wire_density.png
Scale: 2 px per µm. The die is cut into 32 by 32 equal tiles; dark purple is low, yellow is high, scaled to the fullest tile. Values are wire area over tile area, all layers added.
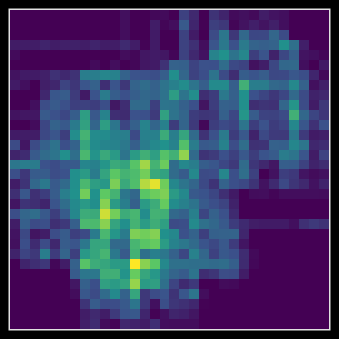
zoom.png
Region (55, 87) to (105, 137) µm. Cells in grey, sequential cells in the stronger grey; small squares are vias.
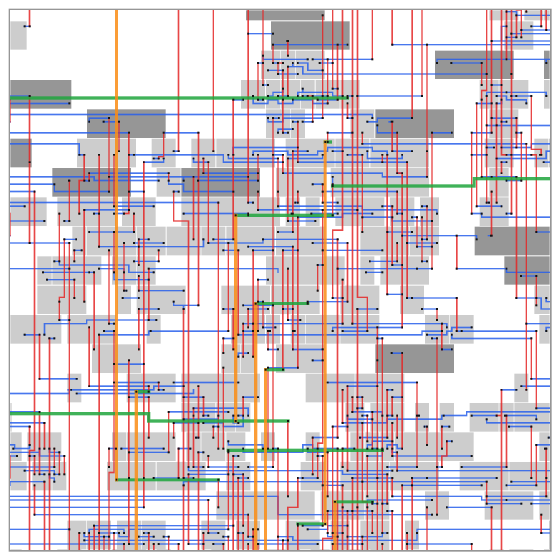
==> config.mk <==
export PLATFORM = sky130hd
export DESIGN_NAME = read_scoreboard_ctrl_flat
export DESIGN_NICKNAME = d
export VERILOG_FILES = /design/src/rtl/read_scoreboard_ctrl_pkg.sv /design/src/rtl/read_scoreboard_ctrl_if.sv /design/src/rtl/read_scoreboard_ctrl_reg_pending_counter.sv /design/src/rtl/read_scoreboard_ctrl.sv /design/src/flat_wrapper.sv
export SDC_FILE = /design/constraint.sdc
export NUM_CORES = 1
export LEC_CHECK = 0
export CORE_UTILIZATION = 35
export CTS_CLUSTER_SIZE = 12
export DETAILED_ROUTE_END_ITERATION = 12
export SYNTH_ARGS = -nofsm -noshare
export SYNTH_HDL_FRONTEND = slang
export SYNTH_HIERARCHICAL = 1
export SYNTH_SLANG_ARGS = --single-unit
==> constraint.sdc <==
create_clock -name clk -period 7.13 [get_ports clk]
set_clock_uncertainty 0.1 [all_clocks]
set_input_delay 1.426 -clock clk [delete_from_list [all_inputs] [get_ports clk]]
set_output_delay 1.426 -clock clk [all_outputs]
set_load 0.05 [all_outputs]
==> src/rtl/read_scoreboard_ctrl_pkg.sv <==
// Package for the register-read scoreboard controller.
// Holds the GPR count, the fixed RAX/RDX indices used by the IMUL/MUL
// destination pair, the GPR index type, the drain FSM states and a
// one-hot decode helper shared by the controller.
package read_pkg;

  localparam int NUM_GPRS = 16;

  typedef logic [3:0] gpr_idx_t;

  localparam gpr_idx_t REG_RAX = 4'd0;
  localparam gpr_idx_t REG_RDX = 4'd2;

  typedef enum logic [1:0] {
    RUN     = 2'd0,
    DRAIN   = 2'd1,
    DRAINED = 2'd2
  } sb_state_t;

  // One-hot mask selecting a single GPR.
  function automatic logic [NUM_GPRS-1:0] gpr_onehot(input gpr_idx_t idx);
    logic [NUM_GPRS-1:0] mask;
    mask      = '0;
    mask[idx] = 1'b1;
    return mask;
  endfunction

endpackage

==> src/rtl/read_scoreboard_ctrl_if.sv <==
// Interface bundling the decode, writeback, control and status signals of
// the read scoreboard controller.
//   master : decode/writeback side, drives the *In signals, observes *Out.
//   slave  : the controller, observes the *In signals, drives the *Out.
interface read_scoreboard_ctrl_if
  import read_pkg::*;
#(
  parameter int PERF_W = 32
) ();

  logic              decodeValidIn;
  gpr_idx_t          sourceReg1In;
  logic              sourceReg1ValidIn;
  gpr_idx_t          sourceReg2In;
  logic              sourceReg2ValidIn;
  gpr_idx_t          destRegIn;
  logic              destRegValidIn;
  logic              destRegisterSpecialValidIn;
  logic              downstreamReadyIn;
  logic              stallIn;
  logic              wb0ValidIn;
  gpr_idx_t          wb0RegIn;
  logic              wb1ValidIn;
  gpr_idx_t          wb1RegIn;
  logic              flushIn;
  logic              drainIn;
  logic              canReadOut;
  logic              stallOut;
  logic [NUM_GPRS-1:0] busyMaskOut;
  logic              drainedOut;
  logic              wbErrorOut;
  logic [PERF_W-1:0] stallCyclesOut;

  modport master (
    output decodeValidIn, sourceReg1In, sourceReg1ValidIn, sourceReg2In,
           sourceReg2ValidIn, destRegIn, destRegValidIn,
           destRegisterSpecialValidIn, downstreamReadyIn, stallIn,
           wb0ValidIn, wb0RegIn, wb1ValidIn, wb1RegIn, flushIn, drainIn,
    input  canReadOut, stallOut, busyMaskOut, drainedOut, wbErrorOut,
           stallCyclesOut
  );

  modport slave (
    input  decodeValidIn, sourceReg1In, sourceReg1ValidIn, sourceReg2In,
           sourceReg2ValidIn, destRegIn, destRegValidIn,
           destRegisterSpecialValidIn, downstreamReadyIn, stallIn,
           wb0ValidIn, wb0RegIn, wb1ValidIn, wb1RegIn, flushIn, drainIn,
    output canReadOut, stallOut, busyMaskOut, drainedOut, wbErrorOut,
           stallCyclesOut
  );

endinterface

==> src/rtl/read_scoreboard_ctrl_reg_pending_counter.sv <==
// Pending-write counter for one GPR.
//   clk, reset_n : clock, synchronous active-low reset
//   inc          : an issued instruction writes this register
//   dec0, dec1   : writeback port 0 / 1 retires a write to this register
//   clear        : flush; zero the count and ignore inc/dec this cycle
//   count        : current number of in-flight writes
//   saturated    : count is all-ones; no further writes may issue
//   underflow    : this cycle's decrements exceed count+inc (clamped to 0)
module reg_pending_counter #(
  parameter int CNT_W = 2
) (
  input  logic             clk,
  input  logic             reset_n,
  input  logic             inc,
  input  logic             dec0,
  input  logic             dec1,
  input  logic             clear,
  output logic [CNT_W-1:0] count,
  output logic             saturated,
  output logic             underflow
);

  localparam int SUM_W = CNT_W + 1;

  logic [CNT_W-1:0] r_count;
  logic [CNT_W-1:0] w_next;
  logic [SUM_W-1:0] w_up;
  logic [SUM_W-1:0] w_down;

  // One extra bit so count+inc and dec0+dec1 compare without wrapping.
  // inc is never asserted while saturated, so w_up always fits in CNT_W.
  assign w_up      = {1'b0, r_count} + SUM_W'(inc);
  assign w_down    = SUM_W'(dec0) + SUM_W'(dec1);
  assign underflow = !clear && (w_down > w_up);
  assign saturated = &r_count;
  assign count     = r_count;

  // NOTE: every variable assigned in always_comb gets a default first so no
  // path leaves it unassigned, which would infer a latch.
  always_comb begin
    w_next = r_count;
    if (clear || (w_down > w_up)) begin
      w_next = '0;
    end else begin
      w_next = CNT_W'(w_up - w_down);
    end
  end

  // NOTE: state registers use non-blocking assignments so every flop in the
  // design samples pre-edge values regardless of block evaluation order.
  // NOTE: the per-register counters are reset explicitly; leftover pending
  // counts from before a reset would block issue forever.
  always_ff @(posedge clk) begin
    if (!reset_n) begin
      r_count <= '0;
    end else begin
      r_count <= w_next;
    end
  end

endmodule

==> src/rtl/read_scoreboard_ctrl.sv <==
// Issue controller for the register-read pipeline stage.
// Tracks in-flight GPR writes with one pending counter per register and
// decides each cycle whether the decoded instruction may enter Read.
//   clk, reset_n : clock, synchronous active-low reset
//   sb (slave)   : decode sources/dest, downstream ready, external stall,
//                  two writeback ports, flush, drain request; outputs
//                  canReadOut, stallOut, busyMaskOut, drainedOut,
//                  sticky wbErrorOut and saturating stallCyclesOut.
module read_scoreboard_ctrl
  import read_pkg::*;
#(
  parameter int CNT_W     = 2,
  parameter bit WB_BYPASS = 1'b1,
  parameter int PERF_W    = 32
) (
  input logic                   clk,
  input logic                   reset_n,
  read_scoreboard_ctrl_if.slave sb
);

  localparam int SUM_W = CNT_W + 1;

  logic [CNT_W-1:0]    w_count [NUM_GPRS];
  logic [NUM_GPRS-1:0] w_sat;
  logic [NUM_GPRS-1:0] w_underflow;
  logic [NUM_GPRS-1:0] w_inc;
  logic [NUM_GPRS-1:0] w_busy;
  logic [NUM_GPRS-1:0] w_zero_next;
  logic [NUM_GPRS-1:0] w_wb0_mask;
  logic [NUM_GPRS-1:0] w_wb1_mask;
  logic [NUM_GPRS-1:0] w_dest_mask;
  logic [CNT_W-1:0]    w_src1_cnt;
  logic [CNT_W-1:0]    w_src2_cnt;
  logic                w_src1_ready;
  logic                w_src2_ready;
  logic                w_dest_blocked;
  logic                w_issue;
  logic                w_stall;

  sb_state_t           r_state;
  sb_state_t           w_state_next;
  logic                r_wb_error;
  logic [PERF_W-1:0]   r_stall_cycles;

  assign w_wb0_mask = sb.wb0ValidIn ? gpr_onehot(sb.wb0RegIn) : '0;
  assign w_wb1_mask = sb.wb1ValidIn ? gpr_onehot(sb.wb1RegIn) : '0;

  // The IMUL/MUL class writes the RDX:RAX pair and overrides destRegIn.
  always_comb begin
    w_dest_mask = '0;
    if (sb.destRegisterSpecialValidIn) begin
      w_dest_mask = gpr_onehot(REG_RAX) | gpr_onehot(REG_RDX);
    end else if (sb.destRegValidIn) begin
      w_dest_mask = gpr_onehot(sb.destRegIn);
    end
  end

  // A source with exactly one outstanding write that is retiring this cycle
  // can be forwarded; with both ports hitting it the count is inconsistent.
  assign w_src1_cnt   = w_count[sb.sourceReg1In];
  assign w_src2_cnt   = w_count[sb.sourceReg2In];
  assign w_src1_ready = !sb.sourceReg1ValidIn || (w_src1_cnt == '0) ||
                        (WB_BYPASS && (w_src1_cnt == CNT_W'(1)) &&
                         (w_wb0_mask[sb.sourceReg1In] ^ w_wb1_mask[sb.sourceReg1In]));
  assign w_src2_ready = !sb.sourceReg2ValidIn || (w_src2_cnt == '0) ||
                        (WB_BYPASS && (w_src2_cnt == CNT_W'(1)) &&
                         (w_wb0_mask[sb.sourceReg2In] ^ w_wb1_mask[sb.sourceReg2In]));

  assign w_dest_blocked = |(w_dest_mask & w_sat);

  // Issue is held off while reset is asserted so nothing is counted then.
  assign w_issue = reset_n && sb.decodeValidIn && (r_state == RUN) &&
                   !sb.flushIn && !sb.stallIn && sb.downstreamReadyIn &&
                   w_src1_ready && w_src2_ready && !w_dest_blocked;
  assign w_stall = sb.decodeValidIn && !w_issue;
  assign w_inc   = {NUM_GPRS{w_issue}} & w_dest_mask;

  for (genvar g = 0; g < NUM_GPRS; g++) begin : g_cnt
    reg_pending_counter #(.CNT_W(CNT_W)) u_cnt (
      .clk       (clk),
      .reset_n   (reset_n),
      .inc       (w_inc[g]),
      .dec0      (w_wb0_mask[g]),
      .dec1      (w_wb1_mask[g]),
      .clear     (sb.flushIn),
      .count     (w_count[g]),
      .saturated (w_sat[g]),
      .underflow (w_underflow[g])
    );
    assign w_busy[g] = |w_count[g];
    // Register is zero after this edge: flushed, or retired (clamped) to 0.
    assign w_zero_next[g] = sb.flushIn ||
      ((SUM_W'(w_count[g]) + SUM_W'(w_inc[g])) <=
       (SUM_W'(w_wb0_mask[g]) + SUM_W'(w_wb1_mask[g])));
  end

  always_comb begin
    w_state_next = r_state;
    if (sb.flushIn && !sb.drainIn) begin
      w_state_next = RUN;
    end else begin
      unique case (r_state)
        RUN:     if (sb.drainIn)    w_state_next = DRAIN;
        DRAIN:   if (&w_zero_next)  w_state_next = DRAINED;
        DRAINED: if (!sb.drainIn)   w_state_next = RUN;
        default:                    w_state_next = RUN;
      endcase
    end
  end

  always_ff @(posedge clk) begin
    if (!reset_n) begin
      r_state        <= RUN;
      r_wb_error     <= 1'b0;
      r_stall_cycles <= '0;
    end else begin
      r_state <= w_state_next;
      if (|w_underflow) begin
        r_wb_error <= 1'b1;
      end
      if (w_stall && !(&r_stall_cycles)) begin
        r_stall_cycles <= r_stall_cycles + 1'b1;
      end
    end
  end

  assign sb.canReadOut     = w_issue;
  assign sb.stallOut       = w_stall;
  assign sb.busyMaskOut    = w_busy;
  assign sb.drainedOut     = (r_state == DRAINED);
  assign sb.wbErrorOut     = r_wb_error;
  assign sb.stallCyclesOut = r_stall_cycles;

endmodule

==> src/flat_wrapper.sv <==
// flat-port wrapper written by rule: the top's interface ports become plain ports
module read_scoreboard_ctrl_flat import read_pkg::*;
#(
  parameter int CNT_W     = 2,
  parameter bit WB_BYPASS = 1'b1,
  parameter int PERF_W    = 32
)
  (clk, reset_n, sb_decodeValidIn, sb_sourceReg1In, sb_sourceReg1ValidIn, sb_sourceReg2In, sb_sourceReg2ValidIn, sb_destRegIn, sb_destRegValidIn, sb_destRegisterSpecialValidIn, sb_downstreamReadyIn, sb_stallIn, sb_wb0ValidIn, sb_wb0RegIn, sb_wb1ValidIn, sb_wb1RegIn, sb_flushIn, sb_drainIn, sb_canReadOut, sb_stallOut, sb_busyMaskOut, sb_drainedOut, sb_wbErrorOut, sb_stallCyclesOut);
  read_scoreboard_ctrl_if #(.PERF_W(PERF_W)) sb_i ();
  input logic clk;
  input logic reset_n;
  input wire logic [$bits(sb_i.decodeValidIn)-1:0] sb_decodeValidIn;
  input wire logic [$bits(sb_i.sourceReg1In)-1:0] sb_sourceReg1In;
  input wire logic [$bits(sb_i.sourceReg1ValidIn)-1:0] sb_sourceReg1ValidIn;
  input wire logic [$bits(sb_i.sourceReg2In)-1:0] sb_sourceReg2In;
  input wire logic [$bits(sb_i.sourceReg2ValidIn)-1:0] sb_sourceReg2ValidIn;
  input wire logic [$bits(sb_i.destRegIn)-1:0] sb_destRegIn;
  input wire logic [$bits(sb_i.destRegValidIn)-1:0] sb_destRegValidIn;
  input wire logic [$bits(sb_i.destRegisterSpecialValidIn)-1:0] sb_destRegisterSpecialValidIn;
  input wire logic [$bits(sb_i.downstreamReadyIn)-1:0] sb_downstreamReadyIn;
  input wire logic [$bits(sb_i.stallIn)-1:0] sb_stallIn;
  input wire logic [$bits(sb_i.wb0ValidIn)-1:0] sb_wb0ValidIn;
  input wire logic [$bits(sb_i.wb0RegIn)-1:0] sb_wb0RegIn;
  input wire logic [$bits(sb_i.wb1ValidIn)-1:0] sb_wb1ValidIn;
  input wire logic [$bits(sb_i.wb1RegIn)-1:0] sb_wb1RegIn;
  input wire logic [$bits(sb_i.flushIn)-1:0] sb_flushIn;
  input wire logic [$bits(sb_i.drainIn)-1:0] sb_drainIn;
  output wire logic [$bits(sb_i.canReadOut)-1:0] sb_canReadOut;
  output wire logic [$bits(sb_i.stallOut)-1:0] sb_stallOut;
  output wire logic [$bits(sb_i.busyMaskOut)-1:0] sb_busyMaskOut;
  output wire logic [$bits(sb_i.drainedOut)-1:0] sb_drainedOut;
  output wire logic [$bits(sb_i.wbErrorOut)-1:0] sb_wbErrorOut;
  output wire logic [$bits(sb_i.stallCyclesOut)-1:0] sb_stallCyclesOut;
  assign sb_i.decodeValidIn = sb_decodeValidIn;
  assign sb_i.sourceReg1In = sb_sourceReg1In;
  assign sb_i.sourceReg1ValidIn = sb_sourceReg1ValidIn;
  assign sb_i.sourceReg2In = sb_sourceReg2In;
  assign sb_i.sourceReg2ValidIn = sb_sourceReg2ValidIn;
  assign sb_i.destRegIn = sb_destRegIn;
  assign sb_i.destRegValidIn = sb_destRegValidIn;
  assign sb_i.destRegisterSpecialValidIn = sb_destRegisterSpecialValidIn;
  assign sb_i.downstreamReadyIn = sb_downstreamReadyIn;
  assign sb_i.stallIn = sb_stallIn;
  assign sb_i.wb0ValidIn = sb_wb0ValidIn;
  assign sb_i.wb0RegIn = sb_wb0RegIn;
  assign sb_i.wb1ValidIn = sb_wb1ValidIn;
  assign sb_i.wb1RegIn = sb_wb1RegIn;
  assign sb_i.flushIn = sb_flushIn;
  assign sb_i.drainIn = sb_drainIn;
  assign sb_canReadOut = sb_i.canReadOut;
  assign sb_stallOut = sb_i.stallOut;
  assign sb_busyMaskOut = sb_i.busyMaskOut;
  assign sb_drainedOut = sb_i.drainedOut;
  assign sb_wbErrorOut = sb_i.wbErrorOut;
  assign sb_stallCyclesOut = sb_i.stallCyclesOut;
  read_scoreboard_ctrl #(.CNT_W(CNT_W), .WB_BYPASS(WB_BYPASS), .PERF_W(PERF_W)) u_core (.clk(clk), .reset_n(reset_n), .sb(sb_i));
endmodule
==> results.yml <==
# synthesis and place-and-route metrics
clock_tree:
  cts_buffers: 9
  ctsResizeCount: 0
  hold_buffers: 0
  clockRootBuffer: "clkbuf_16"
  cts_max_level: 3
  ctsLongestPathBuffers: 2
  clkSinkCount: 67
  cts_tree: "built"
  clk_pin_slew_ns: 0.06
critical_path:
  crit-reg2reg-launch: "u_core/g_cnt[3].u_cnt/count[1]"
  crit_chain: "clkdlybuf4s50_1 > buf_4 > xnor2_1 > nor2b_1 > nor4_1 > o31ai_1 > a311oi_2 > o2111ai_1 > buf_4 > or2_2 > nor3_1 > ha_1 > inv_1 > fa_1 > o31a_1 > a21oi_1 > nor4_1 > nand4_1 > and3_1 > nor3_1 > a22oi_1 > nor2_1"
  start_kind: "input pin"
  worst_setup_path_end_kind: "register"
  worstPathMaxFanout: 10
  cp.required_ns: 7.30
  worstPathArrival_ns: 6.76
  r2r_end: "u_core/r_state[1]"
  critPathLaunch: "sb_sourceReg2In[0]"
  critical_path.max_stage_delay_ns: 0.79
  rr_worst_depth: 21
  path_class: "in2reg"
  critPathSlowestCell: "clkdlybuf4s50_1"
  worst-r2r-setup-slack_ns: 1.79
  critical_path.endpoint: "u_core/r_state[1]"
power_and_ir_drop:
  power.density_nw_per_um2: 109.4
  p_comb_share_pct: 22.2
  seqPwrFrac_pct: 35.0
  p_seq_uw: 390
  ir_drop_uv: 120.7
  p_int_uw: 758.5
  p_leak_nw: 4.147
  power_leader: "clock"
  total_power_mw: 1.115
  powerClk_uw: 477
  power_switching_uw: 356.1
finish:
  comb_area_um2: 6709
  mostFrequentLayoutCell: "ha_1"
  final_cell_mix: "161 x ha_1, 113 x inv_1, 80 x clkdlybuf4s50_1"
  fin_util_pct: 41.91
  stdcell_area_um2: 10190
  area.sequential_um2: 1341
  nNetsFinal: 1276
  area_growth_pct: 17.46
  fill_cells: 2420
  final_cells: 1395
  final_layout_size_suffix_gt1_share_pct: 12.70
  diodes: 0
timing:
  tns_ns: 0
  drv_slew: 0
  relSlewSlack_pct: 50.86
  hold_ws_ns: 0.3840
  setup-violations-final: 0
  tightest_slew_ns: 0.7371
  finalCritPeriodShare_pct: 92.44
  hold_violations: 0
  setup_ws_ns: 0.5392
  fmax_ghz: 0.1517
worst_hold_path:
  worstHoldPathCells: 2
  hold-path-endpoint: "u_core/sb.stallCyclesOut[3]"
  hold_start: "u_core/sb.stallCyclesOut[3]"
  hp-class: "reg2reg"
detailed_routing:
  antenna_left: 0
  met1_length_um: 11190
  drc: 0
  wl_met2_um: 11170
  routed_via_density: 5.415
  drtPass1Iterations: 5
  wl_met3_um: 1276
  top_layer: "met4"
  drtIter0Drc: 500
synthesis:
  synth.most_common_cell: "ha_1"
  ys_ff: 67
  top_area_share_pct: 23.22
  synth_cell_types: 70
  ys_warn_count: 6
  yosys-stat-area_um2: 8677
  ys_cells: 991
  synth-simple-area-share_pct: 28.57
  avgSynthCellArea_um2: 8.756
  yosys-top-cells-count: "161 x ha_1, 113 x inv_1, 67 x dfxtp_1, 63 x nor2_1, 51 x a21oi_1"
  async_reset_ff_share_pct: 0
  yosys.area_share.aoi_pct: 11.20
  syn_area_um2: 8677
  xor_share_pct: 3.028
  logic_family: "simple AND/OR/NAND/NOR gates"
  netlist_instances: 991
  fp_nets: 1201
  ys.flop_type: "dfxtp_1"
  edf_count: 0
  yosysTopAreaCell: "ha_1"
  adder_share_pct: 26.91
place:
  place_ws_ns: 0.3373
  hpwl_um: 19560
  place.gp.congestion: 0.9209
  placed_area_um2: 9883
  dp.cells: 1379
  portBuffers: 84
floorplan:
  chip_area_um2: 25430
  fp_util_pct: 35.68
  ioPinCount: 85
  rows: 57
  coreArea_um2: 24320
grt:
  grt-ovfl-total: 0
  grt_pass1_wl_um: 39320
  grt_pass1_vias: 7208
  grt_max_degree: 74
flow_run:
  warning_count: 58
  maxCapViolCount: 0
status:
  run_status: "finished clean"
Notes on wire_density.png above:
- mean over tiles: 0.16
- emptiest ninth of the die: bottom right
- nearly empty tiles: 26%
vias after detailed routing: 7,554
Routed wire per std cell: 17.59 µm
Global Route Usage Sum: 19.58%
Routed WL: 24,530 µm

Notes on zoom.png above:
- met1: blue
- met2: red
- met4: orange
- met3: green
- netlist names of flops here include: `u_core/g_cnt.u_cnt/count` (5), `u_core/sb.stallCyclesOut` (3)
- sequential cells in the window: 10
- most frequent: ha_1 (28), inv_1 (19), nor2_1 (12)
- cells with their middle in the window: 141

[layer usage]
metal | up-vias | track usage, %
met5 | - | 0
met4 | 0 | 7.955
met3 | 45 | 3.490
met2 | 213 | 31.94
met1 | 3612 | 25.49
li1 | 3684 | -
[critical path: cells and delay by family]
family          cells  cell delay, ns
compound gates      6            0.91
xor+xnor            1            0.20
fa+ha+maj           2            0.80
buf+inv             4            1.34
simple gates        9            2.08
[cell type report]
| type | count | share of cell area (%) |
|---|---|---|
| Clock buffer | 9 | 2.210 |
| Clock inverter | 7 | 0.8225 |
| Inverter | 113 | 4.162 |
| Multi-Input combinational cell | 769 | 65.82 |
| Sequential cell | 67 | 13.16 |
| Tap cell | 324 | 3.977 |
| Timing Repair Buffer | 106 | 9.845 |
